==> run_1/detail.png <==
Window x 53 to 93, y 82 to 122 um. Cells in grey, sequential cells in the stronger grey; small squares are vias.
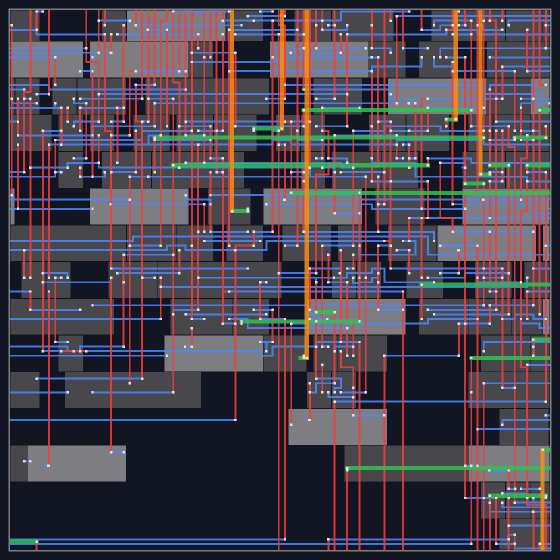
==> run_1/congestion.png <==
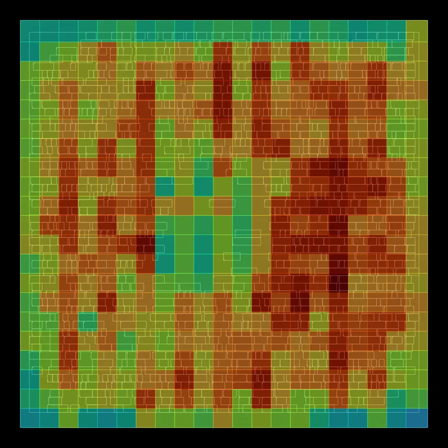
==> run_1/layer_met2.png <==
(2 px per um) Cells faint in the background.
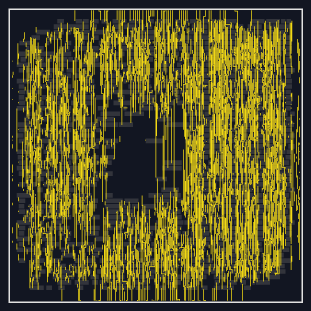
$ cat src/rtl/pipe_pkg.sv
// Shared pipeline-stage definitions: NOP encoding, skid-stage state encoding,
// and channel indices for the IF/ID instance.
package pipe_pkg;

  localparam int XLEN = 32;
  localparam logic [XLEN-1:0] NOP_INSTR = 32'h0000_0013;

  localparam int CH_INSTR = 0;
  localparam int CH_PC    = 1;
  localparam int CH_PC4   = 2;

  typedef enum logic [1:0] {
    ST_EMPTY = 2'd0,
    ST_ONE   = 2'd1,
    ST_FULL  = 2'd2
  } skid_state_e;

  function automatic logic [1:0] state_occ(input skid_state_e st);
    case (st)
      ST_ONE:  return 2'd1;
      ST_FULL: return 2'd2;
      default: return 2'd0;
    endcase
  endfunction

endpackage

$ cat src/rtl/pipe_data_reg.sv
// Payload register with synchronous clear-to-constant and load enable.
// One cycle latency; no flow control of its own, the owner decides when to load.
module pipe_data_reg #(
  parameter int           W       = 96,
  parameter logic [W-1:0] RST_VAL = '0
) (
  input  logic         clk,
  input  logic         i_clr,
  input  logic         i_load,
  input  logic [W-1:0] i_d,
  output logic [W-1:0] o_q
);

  logic [W-1:0] r_q;

  // Clear beats load so a flush in the same cycle as a load wins.
  always_ff @(posedge clk) begin
    if (i_clr) begin
      r_q <= RST_VAL;
    end else if (i_load) begin
      r_q <= i_d;
    end
  end

  assign o_q = r_q;

endmodule

$ cat src/rtl/pipe_skid_stage.sv
// Elastic pipeline register with a 2-entry skid buffer: 1-cycle latency, 1 beat/cycle.
// in_ready is a flop (low only when FULL), so there is no path from out_ready to in_ready.
module pipe_skid_stage
  import pipe_pkg::*;
#(
  parameter int                DATA_W    = XLEN,
  parameter int                NUM_CH    = 3,
  parameter logic [DATA_W-1:0] FLUSH_VAL = DATA_W'(NOP_INSTR)
) (
  input  logic                     clk,
  input  logic                     rst,
  input  logic                     in_valid,
  output logic                     in_ready,
  input  logic [NUM_CH*DATA_W-1:0] in_data,
  input  logic                     flush,
  output logic                     out_valid,
  input  logic                     out_ready,
  output logic [NUM_CH*DATA_W-1:0] out_data,
  output logic [1:0]               occupancy
);

  localparam int                BUS_W     = NUM_CH * DATA_W;
  localparam logic [BUS_W-1:0] FLUSH_BUS = {NUM_CH{FLUSH_VAL}};

  skid_state_e      r_state;
  skid_state_e      w_nxt_state;
  logic             r_in_ready;
  logic             r_out_valid;
  logic [1:0]       r_occ;

  logic             w_in_fire;
  logic             w_out_fire;
  logic             w_clr;
  logic             w_m_load;
  logic             w_s_load;
  logic [BUS_W-1:0] w_m_d;
  logic [BUS_W-1:0] w_m_q;
  logic [BUS_W-1:0] w_s_q;

  assign w_in_fire  = in_valid & r_in_ready;
  assign w_out_fire = r_out_valid & out_ready;
  assign w_clr      = rst | flush;

  always_comb begin
    w_nxt_state = r_state;
    w_m_load    = 1'b0;
    w_s_load    = 1'b0;
    case (r_state)
      ST_EMPTY: begin
        if (w_in_fire) begin
          w_nxt_state = ST_ONE;
          w_m_load    = 1'b1;
        end
      end
      ST_ONE: begin
        if (w_in_fire && w_out_fire) begin
          w_m_load = 1'b1;
        end else if (w_in_fire) begin
          w_nxt_state = ST_FULL;
          w_s_load    = 1'b1;
        end else if (w_out_fire) begin
          w_nxt_state = ST_EMPTY;
        end
      end
      ST_FULL: begin
        // in_ready is low here, so only the skid-to-main move can happen.
        if (w_out_fire) begin
          w_nxt_state = ST_ONE;
          w_m_load    = 1'b1;
        end
      end
      default: w_nxt_state = ST_EMPTY;
    endcase
  end

  assign w_m_d = (r_state == ST_FULL) ? w_s_q : in_data;

  always_ff @(posedge clk) begin
    if (w_clr) begin
      r_state     <= ST_EMPTY;
      r_out_valid <= 1'b0;
      r_in_ready  <= 1'b1;
      r_occ       <= 2'd0;
    end else begin
      r_state     <= w_nxt_state;
      r_out_valid <= (w_nxt_state != ST_EMPTY);
      r_in_ready  <= (w_nxt_state != ST_FULL);
      r_occ       <= state_occ(w_nxt_state);
    end
  end

  pipe_data_reg #(
    .W       (BUS_W),
    .RST_VAL (FLUSH_BUS)
  ) u_main (
    .clk    (clk),
    .i_clr  (w_clr),
    .i_load (w_m_load),
    .i_d    (w_m_d),
    .o_q    (w_m_q)
  );

  pipe_data_reg #(
    .W       (BUS_W),
    .RST_VAL (FLUSH_BUS)
  ) u_skid (
    .clk    (clk),
    .i_clr  (w_clr),
    .i_load (w_s_load),
    .i_d    (in_data),
    .o_q    (w_s_q)
  );

  assign in_ready  = r_in_ready;
  assign out_valid = r_out_valid;
  assign out_data  = w_m_q;
  assign occupancy = r_occ;

endmodule

$ cat config.mk
export PLATFORM = sky130hd
export DESIGN_NAME = pipe_skid_stage
export DESIGN_NICKNAME = d
export VERILOG_FILES = /design/src/rtl/pipe_pkg.sv /design/src/rtl/pipe_data_reg.sv /design/src/rtl/pipe_skid_stage.sv
export SDC_FILE = /design/constraint.sdc
export NUM_CORES = 1
export LEC_CHECK = 0
export CORE_MARGIN = 3
export CORE_UTILIZATION = 46
export DETAILED_ROUTE_END_ITERATION = 7
export GPL_TIMING_DRIVEN = 0
export PLACE_DENSITY = 0.73
export REMOVE_ABC_BUFFERS = 1
export SYNTH_ARGS = -nofsm -noshare
export SYNTH_HDL_FRONTEND = slang
export SYNTH_SLANG_ARGS = --single-unit
$ cat constraint.sdc
create_clock -name clk -period 1.38 [get_ports clk]
set_clock_uncertainty 0.05 [all_clocks]
set_input_delay 0.276 -clock clk [delete_from_list [all_inputs] [get_ports clk]]
set_output_delay 0.276 -clock clk [all_outputs]
set_load 0.03 [all_outputs]
==> results.toml, run 1 <==
# synthesis and place-and-route metrics
[worst_setup_path]
crit_path_max_fanout = 9
cpMostUsedCell = "a211oi_1"
critPathSlowestCell = "dfxtp_4"
worstSetupStartpointType = "flip-flop"
slowest_delay_ns = 0.43
crit_arrival_ns = 2.00
worstSetupEndpointType = "flip-flop"
cp_cell_sequence = "buf_6 > a21bo_4 > buf_12 > clkbuf_16 > a211oi_1 > a211oi_1"
crit_required_ns = 1.64

[global_routing]
grt_pass1_wl_mm = 46.70
first_global_vias = 8149

[route]
ant_nets = 0
wire_per_inst_um = 26.13
vias_per_cell = 6.461
drc = 0
dr_total_vias = 9174
first_pass_iters = 5
drt-initial-drc-count = 765
drt-total-wl_mm = 37.10

[sta]
period_used_pct = 125.6
hold_viol = 0
fin_crit_ns = 1.733
slew_headroom_pct = 43.30
drv_slew = 0
setup_tns_ns = -53.52
rsz0062_at_grt = "true"
setup_ws_ns = -0.3532
setup_viol = 288
timing.fmax_ghz = 0.5770

[yosys]
async_reset_ff_share_pct = 0
synth-compound-area-share_pct = 29.69
synth_cell_types = 30
ff_type = "dfxtp_1"
adder_share_pct = 0
ys_sh_simple_pct = 7.944
synth_area_mm2 = 0.008977
netlist_logic_family_top = "AND-OR/OR-AND gates"
edf_count = 0
top_area_share_pct = 44.15
ys_warn_count = 0
ys_top_cells_by_area = "dfxtp_1, a211oi_1, mux2i_1"
xor_area_share_pct = 0
yosys.area.top_type = "dfxtp_1"
yosysCellCount = 926
ys_seq_share_pct = 44.15
ys_chip_area_mm2 = 0.008977

[finish]
clkbuf_count = 20
lay_top_count = "dfxtp_1"
fin_cells = 1420
seq_share_pct = 28.73
comb_share_pct = 37.00
inverters = 0
nonClockBufferCount = 309
combGateArea_mm2 = 0.005127
fin_nets = 1248
antenna-diode-count = 0
regArea_mm2 = 0.003981
stdcell_area_mm2 = 0.01386
area_delta_synth_final_pct = 54.38
dominant_cells = "multi-input combinational cells"
fillCellCount = 1299

[placement]
io_buffers = 200
place_area_mm2 = 0.01107
dp.cells = 1284
place_ws_ns = -1.738
hpwl_mm = 14.30
place.gp.congestion = 0.6987

[clock_tree]
cts-root-buf = "clkbuf_16"
cts.clk_slew.worst_paths_ns = 0.08
clockBufferDepth = 2
cts_sinks = 198
cts_tree = "yes"
clkLatencyLatePin_ns = 0.43
cts_hold_buf = 0

[min_path]
min_path_type = "in -> reg"

[floorplan]
io_pins = 201
die-height_um = 145.7
die_w_um = 145.7
coreArea_mm2 = 0.01896

[run_status]
status = "finished, violations left"
violations = "setup timing"

[pwr]
ir_worst_vdd_v = 0.0008690
powerDensity_mw_per_mm2 = 1033
power.total_w = 0.01431

[run]
warnings = 27
drv_cap = 0
Back to the opening pictures, detail.png:
metal 1: shown in blue. metal 3: shown in green. metal 4: shown in orange. metal 2: shown in red.
Most frequent: dfxtp_1 (14), a211oi_1 (13). Sequential cells in the window: 14. Netlist names of flops here include u_main.o_q (7), u_skid.o_q (7). 90 logic cells have their middle in the window.

Back to the opening pictures, congestion.png:
GR Util met1: 35.63%
GR Layer Usage met2: 43.57%
most crowded layer after global routing: met2
Final Util: 73.12%
GR Util All Layers: 26.93%

Back to the opening pictures, layer_met2.png:
1,118 nets have wire on it. The longest straight run is 58.1 um. The layer holds 48% of the routed length. The layer carries 17,600 um of wire.

[run 1: what timing repair did]
action                                  4_1_cts  5_1_grt
endpoints found under the setup margin      298      298
gates resized                               164      190
hold endpoints to repair                      0        0
gates cloned                                 19       32
pin swaps                                     5       50
setup buffers                                34       21
[run 1: per-layer routing]
metal  share of wire, %  vias to the layer above  global-route usage (%)
met5                  0                        -                       0
met4                4.2                        0                   8.879
met3                8.8                      122                   6.322
met1                 40                     4498                   35.63
met2                 48                      572                   43.57
li1                   -                     3982                       -
[run 1: report_power, final]
part           total (W)  internal [W]  switching [W]
clock            0.00540       0.00308        0.00233
sequential       0.00599       0.00587       0.000116
combinational    0.00292       0.00132        0.00159
[run 1: synth_stat cells (2+ instances only)]
| cell type | number |
|---|---|
| buf_2 | 37 |
| a211oi_2 | 52 |
| nand3_1 | 106 |
| nor2_1 | 10 |
| buf_4 | 14 |
| dfxtp_1 | 198 |
| o31a_1 | 2 |
| mux2i_1 | 96 |
| a221oi_1 | 2 |
| buf_1 | 8 |
| a21oi_1 | 90 |
| buf_6 | 17 |
| clkbuf_1 | 42 |
| and3b_1 | 10 |
| a211oi_1 | 131 |
| nand2_1 | 3 |
| o21ai_0 | 95 |
[run 1: critical path, delay by kind of cell, from the launching register on]
family	cells	cell delay [ns]
buf+inv	3	0.47
compound gates	3	0.65
flops	1	0.43
[run 1: final timing paths]
check / startpoint / to / slack (ns) / depth (start not counted)
hold / removal: in_data[31] / u_skid.o_q[31] / 0.37 / 3
setup reg to reg: r_state[0] / u_main.o_q[34] / -0.35 / 6
setup / recovery: r_state[0] / u_main.o_q[34] / -0.35 / 6
hold reg to reg: u_skid.o_q[31] / u_skid.o_q[31] / 0.43 / 2
==> run 2: changes to the inputs <==
CAP_MARGIN = 20   (was default)
SLEW_MARGIN = 20   (was default)
==> run_2/congestion.png <==
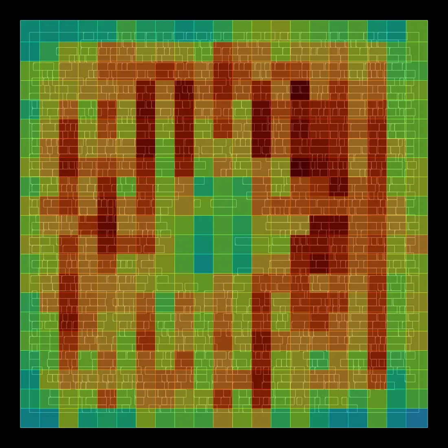
Final Util: 73.11%
routing usage on met3: 8.689%

==> run 2 against run 1 <==
Net effect: the run still ends with setup timing left; global-route usage rose by 2.4 points; die size is the same; clock power decreased by 0.7%; sequential share of layout area barely moved; synthesized area is the same; power fell by 0.20%; register-to-register slack hardly changed; hold slack worse by 0.016 ns; sequential power barely moved; non-clock buffer count is 13 higher; first-iteration DRC count grew 23%; largest power group unchanged.
==> results.toml, run 2 <==
# synthesis and place-and-route metrics
[run_status]
status = "finished, violations left"
violations = "setup timing"

[global_routing]
first_global_vias = 8465
use_met1_pct = 37.86
grt.total_usage_pct = 29.37
grt_pass1_wl_mm = 50.08
grt.busiest_layer = "met2"
use_met2_pct = 46.10

[placement]
place_area_mm2 = 0.01120
place.gp.congestion = 0.6987
hpwl_mm = 14.80
dp.cells = 1289
io_buffers = 200

[worst_setup_path]
crit_arrival_ns = 2.00
cp_cell_sequence = "a21boi_4 > o22ai_4 > buf_12 > buf_16 > buf_12 > a211oi_1"
crit_required_ns = 1.66
r2r_cells = 6
cpMostUsedCell = "buf_12"
critPathSlowestCell = "dfxtp_4"
slowest_delay_ns = 0.41
worstSetupStartpointType = "flip-flop"
cp_num_buf_inv = 3
worstSetupEndpointType = "flip-flop"
worst-path-stages = 6
critical_path.top_delay_family = "AND-OR/OR-AND gates"
crit_path_max_fanout = 9

[floorplan]
coreArea_mm2 = 0.01896
io_pins = 201
die-height_um = 145.7
die_w_um = 145.7

[sta]
timing.fmax_ghz = 0.5809
fin_crit_ns = 1.722
slew_headroom_pct = 46.01
drv_slew = 0
rsz0062_at_grt = "true"
setup_viol = 245
setup_ws_ns = -0.3415

[clock_tree]
cts.clk_slew.worst_paths_ns = 0.08
cts_sinks = 198
cts_tree = "yes"
clockBufferDepth = 2
cts-root-buf = "clkbuf_16"

[pwr]
seqPwrFrac_pct = 41.9
switching_share_pct = 28.78
internal_power_w = 0.01017
power.total_w = 0.01428
powerDensity_mw_per_mm2 = 1031
ir_worst_vdd_v = 0.0009170
p_clk_share_pct = 37.5

[route]
vias_per_cell = 6.469
top_layer = "met5"
wl_met2_mm = 17.21
met3WireLength_mm = 3.515
drt-total-wl_mm = 36.76
ant_nets = 0
wl_met1_mm = 14.48
first_pass_iters = 5
drt-initial-drc-count = 943
wire_per_inst_um = 25.63
dr_total_vias = 9276

[finish]
stdcell_area_mm2 = 0.01386
area_delta_synth_final_pct = 54.37
fin_cells = 1434
antenna-diode-count = 0
layout-drive-gt1-share_pct = 32.88
lay_top_count = "dfxtp_1"
fin_nets = 1262
fillCellCount = 1304
combGateArea_mm2 = 0.005060

[yosys]
ys_chip_area_mm2 = 0.008977
adder_share_pct = 0
yosysCellCount = 926
ys_sh_simple_pct = 7.944
top_area_share_pct = 44.15
synth_cells = 926
yosysMostFrequentCell = "dfxtp_1"
common_cells = "dfxtp_1, a211oi_1, nand3_1"
edf_count = 0
ff_type = "dfxtp_1"
xor_area_share_pct = 0
ys_top_cells_by_area = "dfxtp_1, a211oi_1, mux2i_1"
ys_seq_share_pct = 44.15
netlist_logic_family_top = "AND-OR/OR-AND gates"
ys_warn_count = 0
synth_area_mm2 = 0.008977
yosys.area.top_type = "dfxtp_1"
synth_cell_types = 30

[run]
drv_cap = 0

[min_path]
hold_depth = 3
min_path_type = "in -> reg"
==> run_2/flops_by_reg.png <==
(3 px per um)
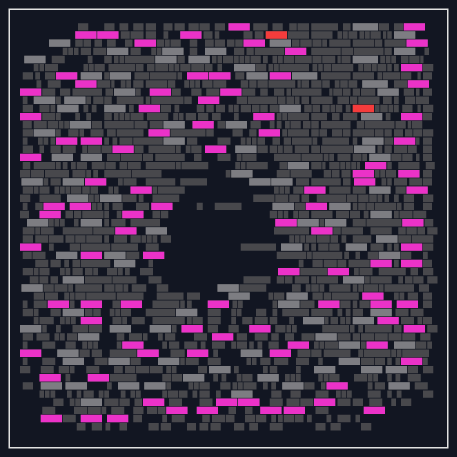
occupancy: shown in red, flops 2. u_main.o_q: shown in magenta, flops 96, where widely spread.
Reg area: 0.003979 mm2
sequential share of cell area: 28.71%

## run 2: power groups by stage
stage	Sequential, W	Combinational, W	Clock (W)
2_1_floorplan	0.00637	0.000864	0
3_3_place_gp	0.00610	0.00202	0
3_5_place_dp	0.00611	0.00216	0
4_1_cts	0.00597	0.00249	0.00535
5_1_grt	0.00600	0.00304	0.00563
6_report	0.00599	0.00293	0.00536
## run 2: layout make-up
class                           instances  share of cell area [%]
Multi-Input combinational cell        622                   36.51
Sequential cell                       198                   28.71
Timing Repair Buffer                  322                   28.02
Clock buffer                           20                   3.223
Tap cell                              260                   2.347
Clock inverter                         12                   1.183
## run 2: worst min-delay path: stages
cell	delay, ns
clkdlybuf4s50_1	0.42
nand3_1	0.07
a21oi_1	0.05
## run 2: path summary, 6_finish.rpt
kind / endpoint / from / slack [ns]
max: u_main.o_q[34] / r_state[0] / -0.34
min: u_skid.o_q[31] / in_data[31] / 0.36
max reg2reg: u_main.o_q[34] / r_state[0] / -0.34
min reg2reg: u_skid.o_q[13] / u_skid.o_q[13] / 0.42
## run 2: metrics by stage
stage | util [%] | hold WS [ns] | setup WS (ns) | TNS, ns
floorplan | - | 0.3384 | -5.516 | -842.71
detailed placement | 59.10 | 0.4154 | -1.324 | -212.27
CTS | 67.46 | 0.3626 | -0.1892 | -33.50
global route | 73.11 | 0.3654 | -0.3789 | -50.05
finish | 73.11 | 0.3583 | -0.3415 | -41.26
global placement | 56.08 | 0.4091 | -9.488 | -1431.59
## run 2: what timing repair did
item	in CTS	in global routing
hold buffers	0	0
buffers inserted	39	27
pin swaps	14	35
resized	321	158
endpoints found under the setup margin	298	271
cloned	29	19
Power and IR drop assume default switching activity.
